**src/rtl/reset_sequencer.sv**
```systemverilog
// ---------------------------------------------------------------------------
// reset_sequencer
//
// Purpose:
//   Central reset controller for a single clock domain. On power-up (rst_i)
//   or on a reset request (rst_req_i), it holds every downstream reset low
//   for a minimum pulse width. It then releases the active-low reset lines
//   one stage at a time, bit 0 first, with a fixed gap between stages. It
//   sits after the async-assert/sync-deassert reset synchronizer and drives
//   the per-subsystem rstn lines.
//
// Optional feature:
//   `define RST_REQ_FILTER_EN to qualify rst_req_i. The request must then be
//   sampled high for FILTER_CYCLES consecutive cycles before it takes effect.
//   Without the macro, rst_req_i acts directly and FILTER_CYCLES is unused.
//
// Parameters:
//   NUM_STAGES    number of sequenced reset outputs (>=1)
//   MIN_PULSE     cycles all outputs are held in reset before release starts
//   STAGE_DLY     cycles between consecutive stage releases
//   FILTER_CYCLES request qualification length (filter build only)
//
// Ports:
//   clk_i        in   1           clock
//   rst_i        in   1           synchronous active-high reset
//   rst_req_i    in   1           level reset request (watchdog, software)
//   rstn_o       out  NUM_STAGES  active-low sequenced resets, bit 0 first
//   busy_o       out  1           high while any output is still in reset
//   done_o       out  1           one-cycle pulse when the last stage releases
//   rst_cause_o  out  2           00 = rst_i, 01 = rst_req_i
// ---------------------------------------------------------------------------
module reset_sequencer #(
    parameter int NUM_STAGES    = 3,
    parameter int MIN_PULSE     = 16,
    parameter int STAGE_DLY     = 8,
    parameter int FILTER_CYCLES = 4
) (
    input  logic                  clk_i,
    input  logic                  rst_i,
    input  logic                  rst_req_i,
    output logic [NUM_STAGES-1:0] rstn_o,
    output logic                  busy_o,
    output logic                  done_o,
    output logic [1:0]            rst_cause_o
);

    localparam int MAX_AB  = (MIN_PULSE > STAGE_DLY) ? MIN_PULSE : STAGE_DLY;
    localparam int MAX_CNT = (MAX_AB > FILTER_CYCLES) ? MAX_AB : FILTER_CYCLES;
    localparam int CNT_W   = $clog2(MAX_CNT) + 1;
    localparam int STG_W   = $clog2(NUM_STAGES) + 1;

    // The edge that enters HOLD leaves cnt at 0, and the first quiet edge
    // after it is pulse cycle 0. HOLD therefore ends on the edge where cnt
    // reaches MIN_PULSE. That places stage k at edge
    // MIN_PULSE + (k+1)*STAGE_DLY, counted from the first quiet edge.
    localparam logic [CNT_W-1:0] HOLD_LAST  = CNT_W'(MIN_PULSE);
    localparam logic [CNT_W-1:0] REL_LAST   = CNT_W'(STAGE_DLY - 1);
    localparam logic [STG_W-1:0] LAST_STAGE = STG_W'(NUM_STAGES - 1);

    localparam logic [1:0] CAUSE_RST = 2'b00;
    localparam logic [1:0] CAUSE_REQ = 2'b01;

    typedef enum logic [1:0] {
        HOLD    = 2'b00,
        RELEASE = 2'b01,
        RUN     = 2'b10
    } state_t;

    state_t                state;
    state_t                state_next;
    logic [CNT_W-1:0]      cnt;
    logic [CNT_W-1:0]      cnt_next;
    logic [STG_W-1:0]      stage;
    logic [STG_W-1:0]      stage_next;
    logic [NUM_STAGES-1:0] rstn_next;
    logic                  busy_next;
    logic                  done_next;
    logic [1:0]            cause_next;
    logic                  req;

`ifdef RST_REQ_FILTER_EN
    // filt_cnt counts the consecutive high samples that came before the
    // current one. It saturates at FILTER_CYCLES-1. The request qualifies on
    // the FILTER_CYCLES-th consecutive high sample and then stays qualified
    // while the input stays high.
    localparam logic [CNT_W-1:0] FILT_LAST = CNT_W'(FILTER_CYCLES - 1);

    logic [CNT_W-1:0] filt_cnt;

    always_ff @(posedge clk_i) begin
        if (rst_i || !rst_req_i) begin
            filt_cnt <= '0;
        end else if (filt_cnt != FILT_LAST) begin
            filt_cnt <= filt_cnt + CNT_W'(1);
        end
    end

    assign req = rst_req_i && (filt_cnt == FILT_LAST);
`else
    assign req = rst_req_i;
`endif

    // State and output registers. Every output is registered, and rst_i
    // overrides any request on the same edge.
    always_ff @(posedge clk_i) begin
        if (rst_i) begin
            state       <= HOLD;
            cnt         <= '0;
            stage       <= '0;
            rstn_o      <= '0;
            busy_o      <= 1'b1;
            done_o      <= 1'b0;
            rst_cause_o <= CAUSE_RST;
        end else begin
            state       <= state_next;
            cnt         <= cnt_next;
            stage       <= stage_next;
            rstn_o      <= rstn_next;
            busy_o      <= busy_next;
            done_o      <= done_next;
            rst_cause_o <= cause_next;
        end
    end

    // Next-state and next-output logic.
    // A request takes priority over normal sequencing in every state. A
    // request on the final release edge therefore aborts the release: the
    // last bit never rises and done never pulses.
    // A stage is released by shifting a 1 into the bottom of rstn. This
    // keeps the outputs thermometer coded by construction.
    always_comb begin
        state_next = state;
        cnt_next   = cnt;
        stage_next = stage;
        rstn_next  = rstn_o;
        done_next  = 1'b0;
        cause_next = rst_cause_o;

        if (req) begin
            state_next = HOLD;
            cnt_next   = '0;
            stage_next = '0;
            rstn_next  = '0;
            cause_next = CAUSE_REQ;
        end else begin
            case (state)
                HOLD: begin
                    rstn_next = '0;
                    if (cnt == HOLD_LAST) begin
                        state_next = RELEASE;
                        cnt_next   = '0;
                    end else begin
                        cnt_next = cnt + CNT_W'(1);
                    end
                end

                RELEASE: begin
                    if (cnt == REL_LAST) begin
                        rstn_next  = (rstn_o << 1) | NUM_STAGES'(1);
                        cnt_next   = '0;
                        stage_next = stage + STG_W'(1);
                        if (stage == LAST_STAGE) begin
                            state_next = RUN;
                            done_next  = 1'b1;
                        end
                    end else begin
                        cnt_next = cnt + CNT_W'(1);
                    end
                end

                RUN: begin
                    rstn_next = '1;
                end

                default: begin
                    state_next = HOLD;
                    cnt_next   = '0;
                    stage_next = '0;
                    rstn_next  = '0;
                end
            endcase
        end

        busy_next = ~&rstn_next;
    end

endmodule

```
**config.mk**
```make
export PLATFORM = sky130hd
export DESIGN_NAME = reset_sequencer
export DESIGN_NICKNAME = d
export VERILOG_FILES = /design/src/rtl/reset_sequencer.sv
export SDC_FILE = /design/constraint.sdc
export NUM_CORES = 1
export LEC_CHECK = 0
export ABC_CLOCK_PERIOD_IN_PS = 1740
export CAP_MARGIN = 0
export CORE_MARGIN = 10
export CORE_UTILIZATION = 53
export CTS_CLUSTER_DIAMETER = 30
export DETAILED_ROUTE_END_ITERATION = 7
export GPL_TIMING_DRIVEN = 0
export PLACE_DENSITY = 0.76
export RECOVER_POWER = 25
export SKIP_CTS_REPAIR_TIMING = 1
export SLEW_MARGIN = 20
export SYNTH_ARGS = -nofsm -noshare
export SYNTH_HDL_FRONTEND = slang
export SYNTH_SLANG_ARGS = --single-unit
```
**constraint.sdc**
```tcl
create_clock -name clk_i -period 1.74 [get_ports clk_i]
set_clock_uncertainty 0.05 [all_clocks]
set_input_delay 0.348 -clock clk_i [delete_from_list [all_inputs] [get_ports clk_i]]
set_output_delay 0.348 -clock clk_i [all_outputs]
set_load 0.005 [all_outputs]
```
==> images/density.png <==
The die is cut into 6 by 6 equal tiles; white is low, dark blue is high, 0 to 100% covered.
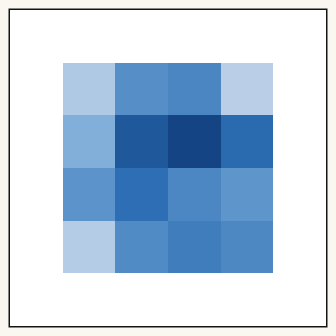
8.3% of the tiles are over 75% full. The densest ninth of the die: centre. 56% of the tiles are nearly empty.
Core ar.: 1520 sq um
final core occ: 0.663
fp_density: 0.571

==> images/met3.png <==
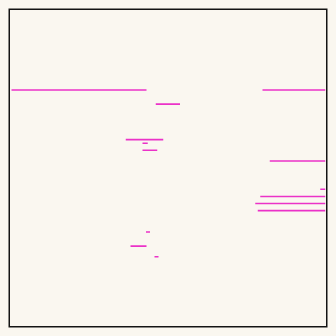
11 nets have wire on it. The layer carries 104 um of wire.
via count: 739
GR Util met3: 0.0313

[area by class of cell]
type,count,share of cell area
clock buffer,4,0.0359
buffer,4,0.0211
multi-input combinational,74,0.497
tap,16,0.0198
timing repair buffer,8,0.0793
sequential,16,0.317
inverter,8,0.0297
[worst max-delay path: stages]
cell	delay (ps)
dlygate4sd3_1	560
or2_2	290
buf_2	190
nor4_1	330
[registers in the layout, summed over array words and instances (netlist names)]
name / cells
busy_o: 1
cnt: 5
done_o: 1
rst_cause_o: 1
rstn_o: 3
stage: 3
state: 2
[through the flow]
step                      cells  setup WS [ps]  cell area (sq um)  power [mW]
final                       130            154               1010       0.652
after global routing        130           17.4               1010       0.682
after CTS                   130           93.2               1010       0.659
after detailed placement    126          -47.4                971       0.408
after global placement      126           6.14                971       0.408
after floorplan             102            277                871       0.396
[path summary, 6_finish.rpt]
check                                     from        endpoint  slack, ps  cells past startpoint
worst max-delay path                 rst_req_i          done_o        150                      4
worst min-delay path            rst_cause_o[0]  rst_cause_o[0]        440                      2
worst max register to register        state[0]        stage[1]        170                      7
worst min register to register  rst_cause_o[0]  rst_cause_o[0]        440                      2
[power by group through the flow]
stage / clock (mW) / sequential, mW / combinational, mW
finish: 0.253 / 0.373 / 0.0258
global route: 0.279 / 0.374 / 0.0295
CTS: 0.259 / 0.373 / 0.0268
detailed placement: 0 / 0.382 / 0.0268
global placement: 0 / 0.381 / 0.0263
floorplan: 0 / 0.381 / 0.0144
[layer usage]
layer	GRT usage	vias to the layer above	wire, um
met5	0	-	0
met4	0.0752	0	46
met3	0.0313	5	103
met2	0.146	16	759
met1	0.135	337	816
li1	-	381	-
[kinds of logic after synthesis]
kind of cell / Yosys count
and+or+nand+nor: 38
xor gates and xnor gates: 1
buffers and inverters: 12
AOI/OAI and AO/OA: 24
muxes: 2
adders and majority gates: 8
other: 1
DFF: 16
[cell usage in the layout, fill, tap and decap left out, drive strengths merged]
| master | n |
|---|---|
| a21boi | 1 |
| a21o | 2 |
| a21oi | 9 |
| a22o | 1 |
| a2bb2oi | 1 |
| a31oi | 2 |
| and3b | 1 |
| and4bb | 1 |
| buf | 3 |
| clkbuf | 5 |
| clkdlybuf4s50 | 7 |
| conb | 1 |
| dfxtp | 16 |
| dlygate4sd3 | 1 |
| ha | 8 |
| inv | 8 |
| mux2 | 2 |
| nand2 | 8 |
| nand2b | 1 |
| nand3 | 7 |
| nand4 | 3 |
| nand4bb | 2 |
| nor2 | 10 |
| nor3 | 3 |
| nor4 | 1 |
| o2111ai | 1 |
| o21ai | 6 |
| o22ai | 1 |
| or2 | 1 |
| xor2 | 1 |
==> metrics.yaml <==
outcome: "finished clean"
flop_area_sq_um: 320
fmax_mhz: 631
ys_sh_simple: 0.253
syn_area_sq_um: 871
antenna_cells: 0
setup_viol: 0
hp-class: "reg2reg"
grt_max_degree: 11
path_class: "in2reg"
p_leak_nw: 0.356
io_pins: 10
synth.top_cell.area_share: 0.368
dr.first_iter.drc_count: 9
ys_top_cells_by_count: "dfxtp_1, nor2_1, a21oi_1"
synthAoiAreaFrac: 0.165
yosysWarnings: 0
grt_pass1_wl_mm: 2.95
cts_buffers: 3
p_switching_uw: 141
die_area_sq_um: 3660
cts_tree: "built"
postRouteAntennaNets: 0
comb_power_share: 0.039
antenna_found_initial: 0
finalClockPeriodUsage: 0.911
ctsLongestPathBuffers: 2
cp.required_ps: 1880
enable_flop_cells: 0
htreeDepth: 1
p_per_area_nw_per_um2: 646
warning_count: 31
logic_area_sq_um: 502
ys_cells: 102
slew_violations: 0
clk_pin_slew_ps: 90
end_kind: "flip-flop"
p_clk_frac: 0.388
routedWlPerCell_um: 13.3
crit_path_max_fanout: 10
clkSinkCount: 16
ys_area_sq_um: 871
logic_family: "simple AND/OR/NAND/NOR gates"
std_cell_rows: 14
sequentialPowerShare: 0.572
insertion_delay_ps: 300
die-height_um: 60.5
dp_hpwl_mm: 1.33
finalHoldViolCount: 0
yosys.area_share.adder: 0.115
whs_ps: 438
grtUsageTotal: 0.105
cts_root_buf: "clkbuf_4"
rsz0062_at_grt: "no"
yosys_most_used_dff: "dfxtp_1"
ys_sh_xor: 0.0101
synth_seq_share: 0.368
drc: 0
muxShareOfSynthArea: 0.0259
async_flop_share: 0
tns_ps: 0
startpoint_type: "primary input"
drt-vias-per-instance: 5.68
avgSynthCellArea_sq_um: 8.54
synthCells: 102
die_w_um: 60.5
peakVddDrop_v: 0.000394
No activity file was given, so power comes from the tool's default toggle rates.
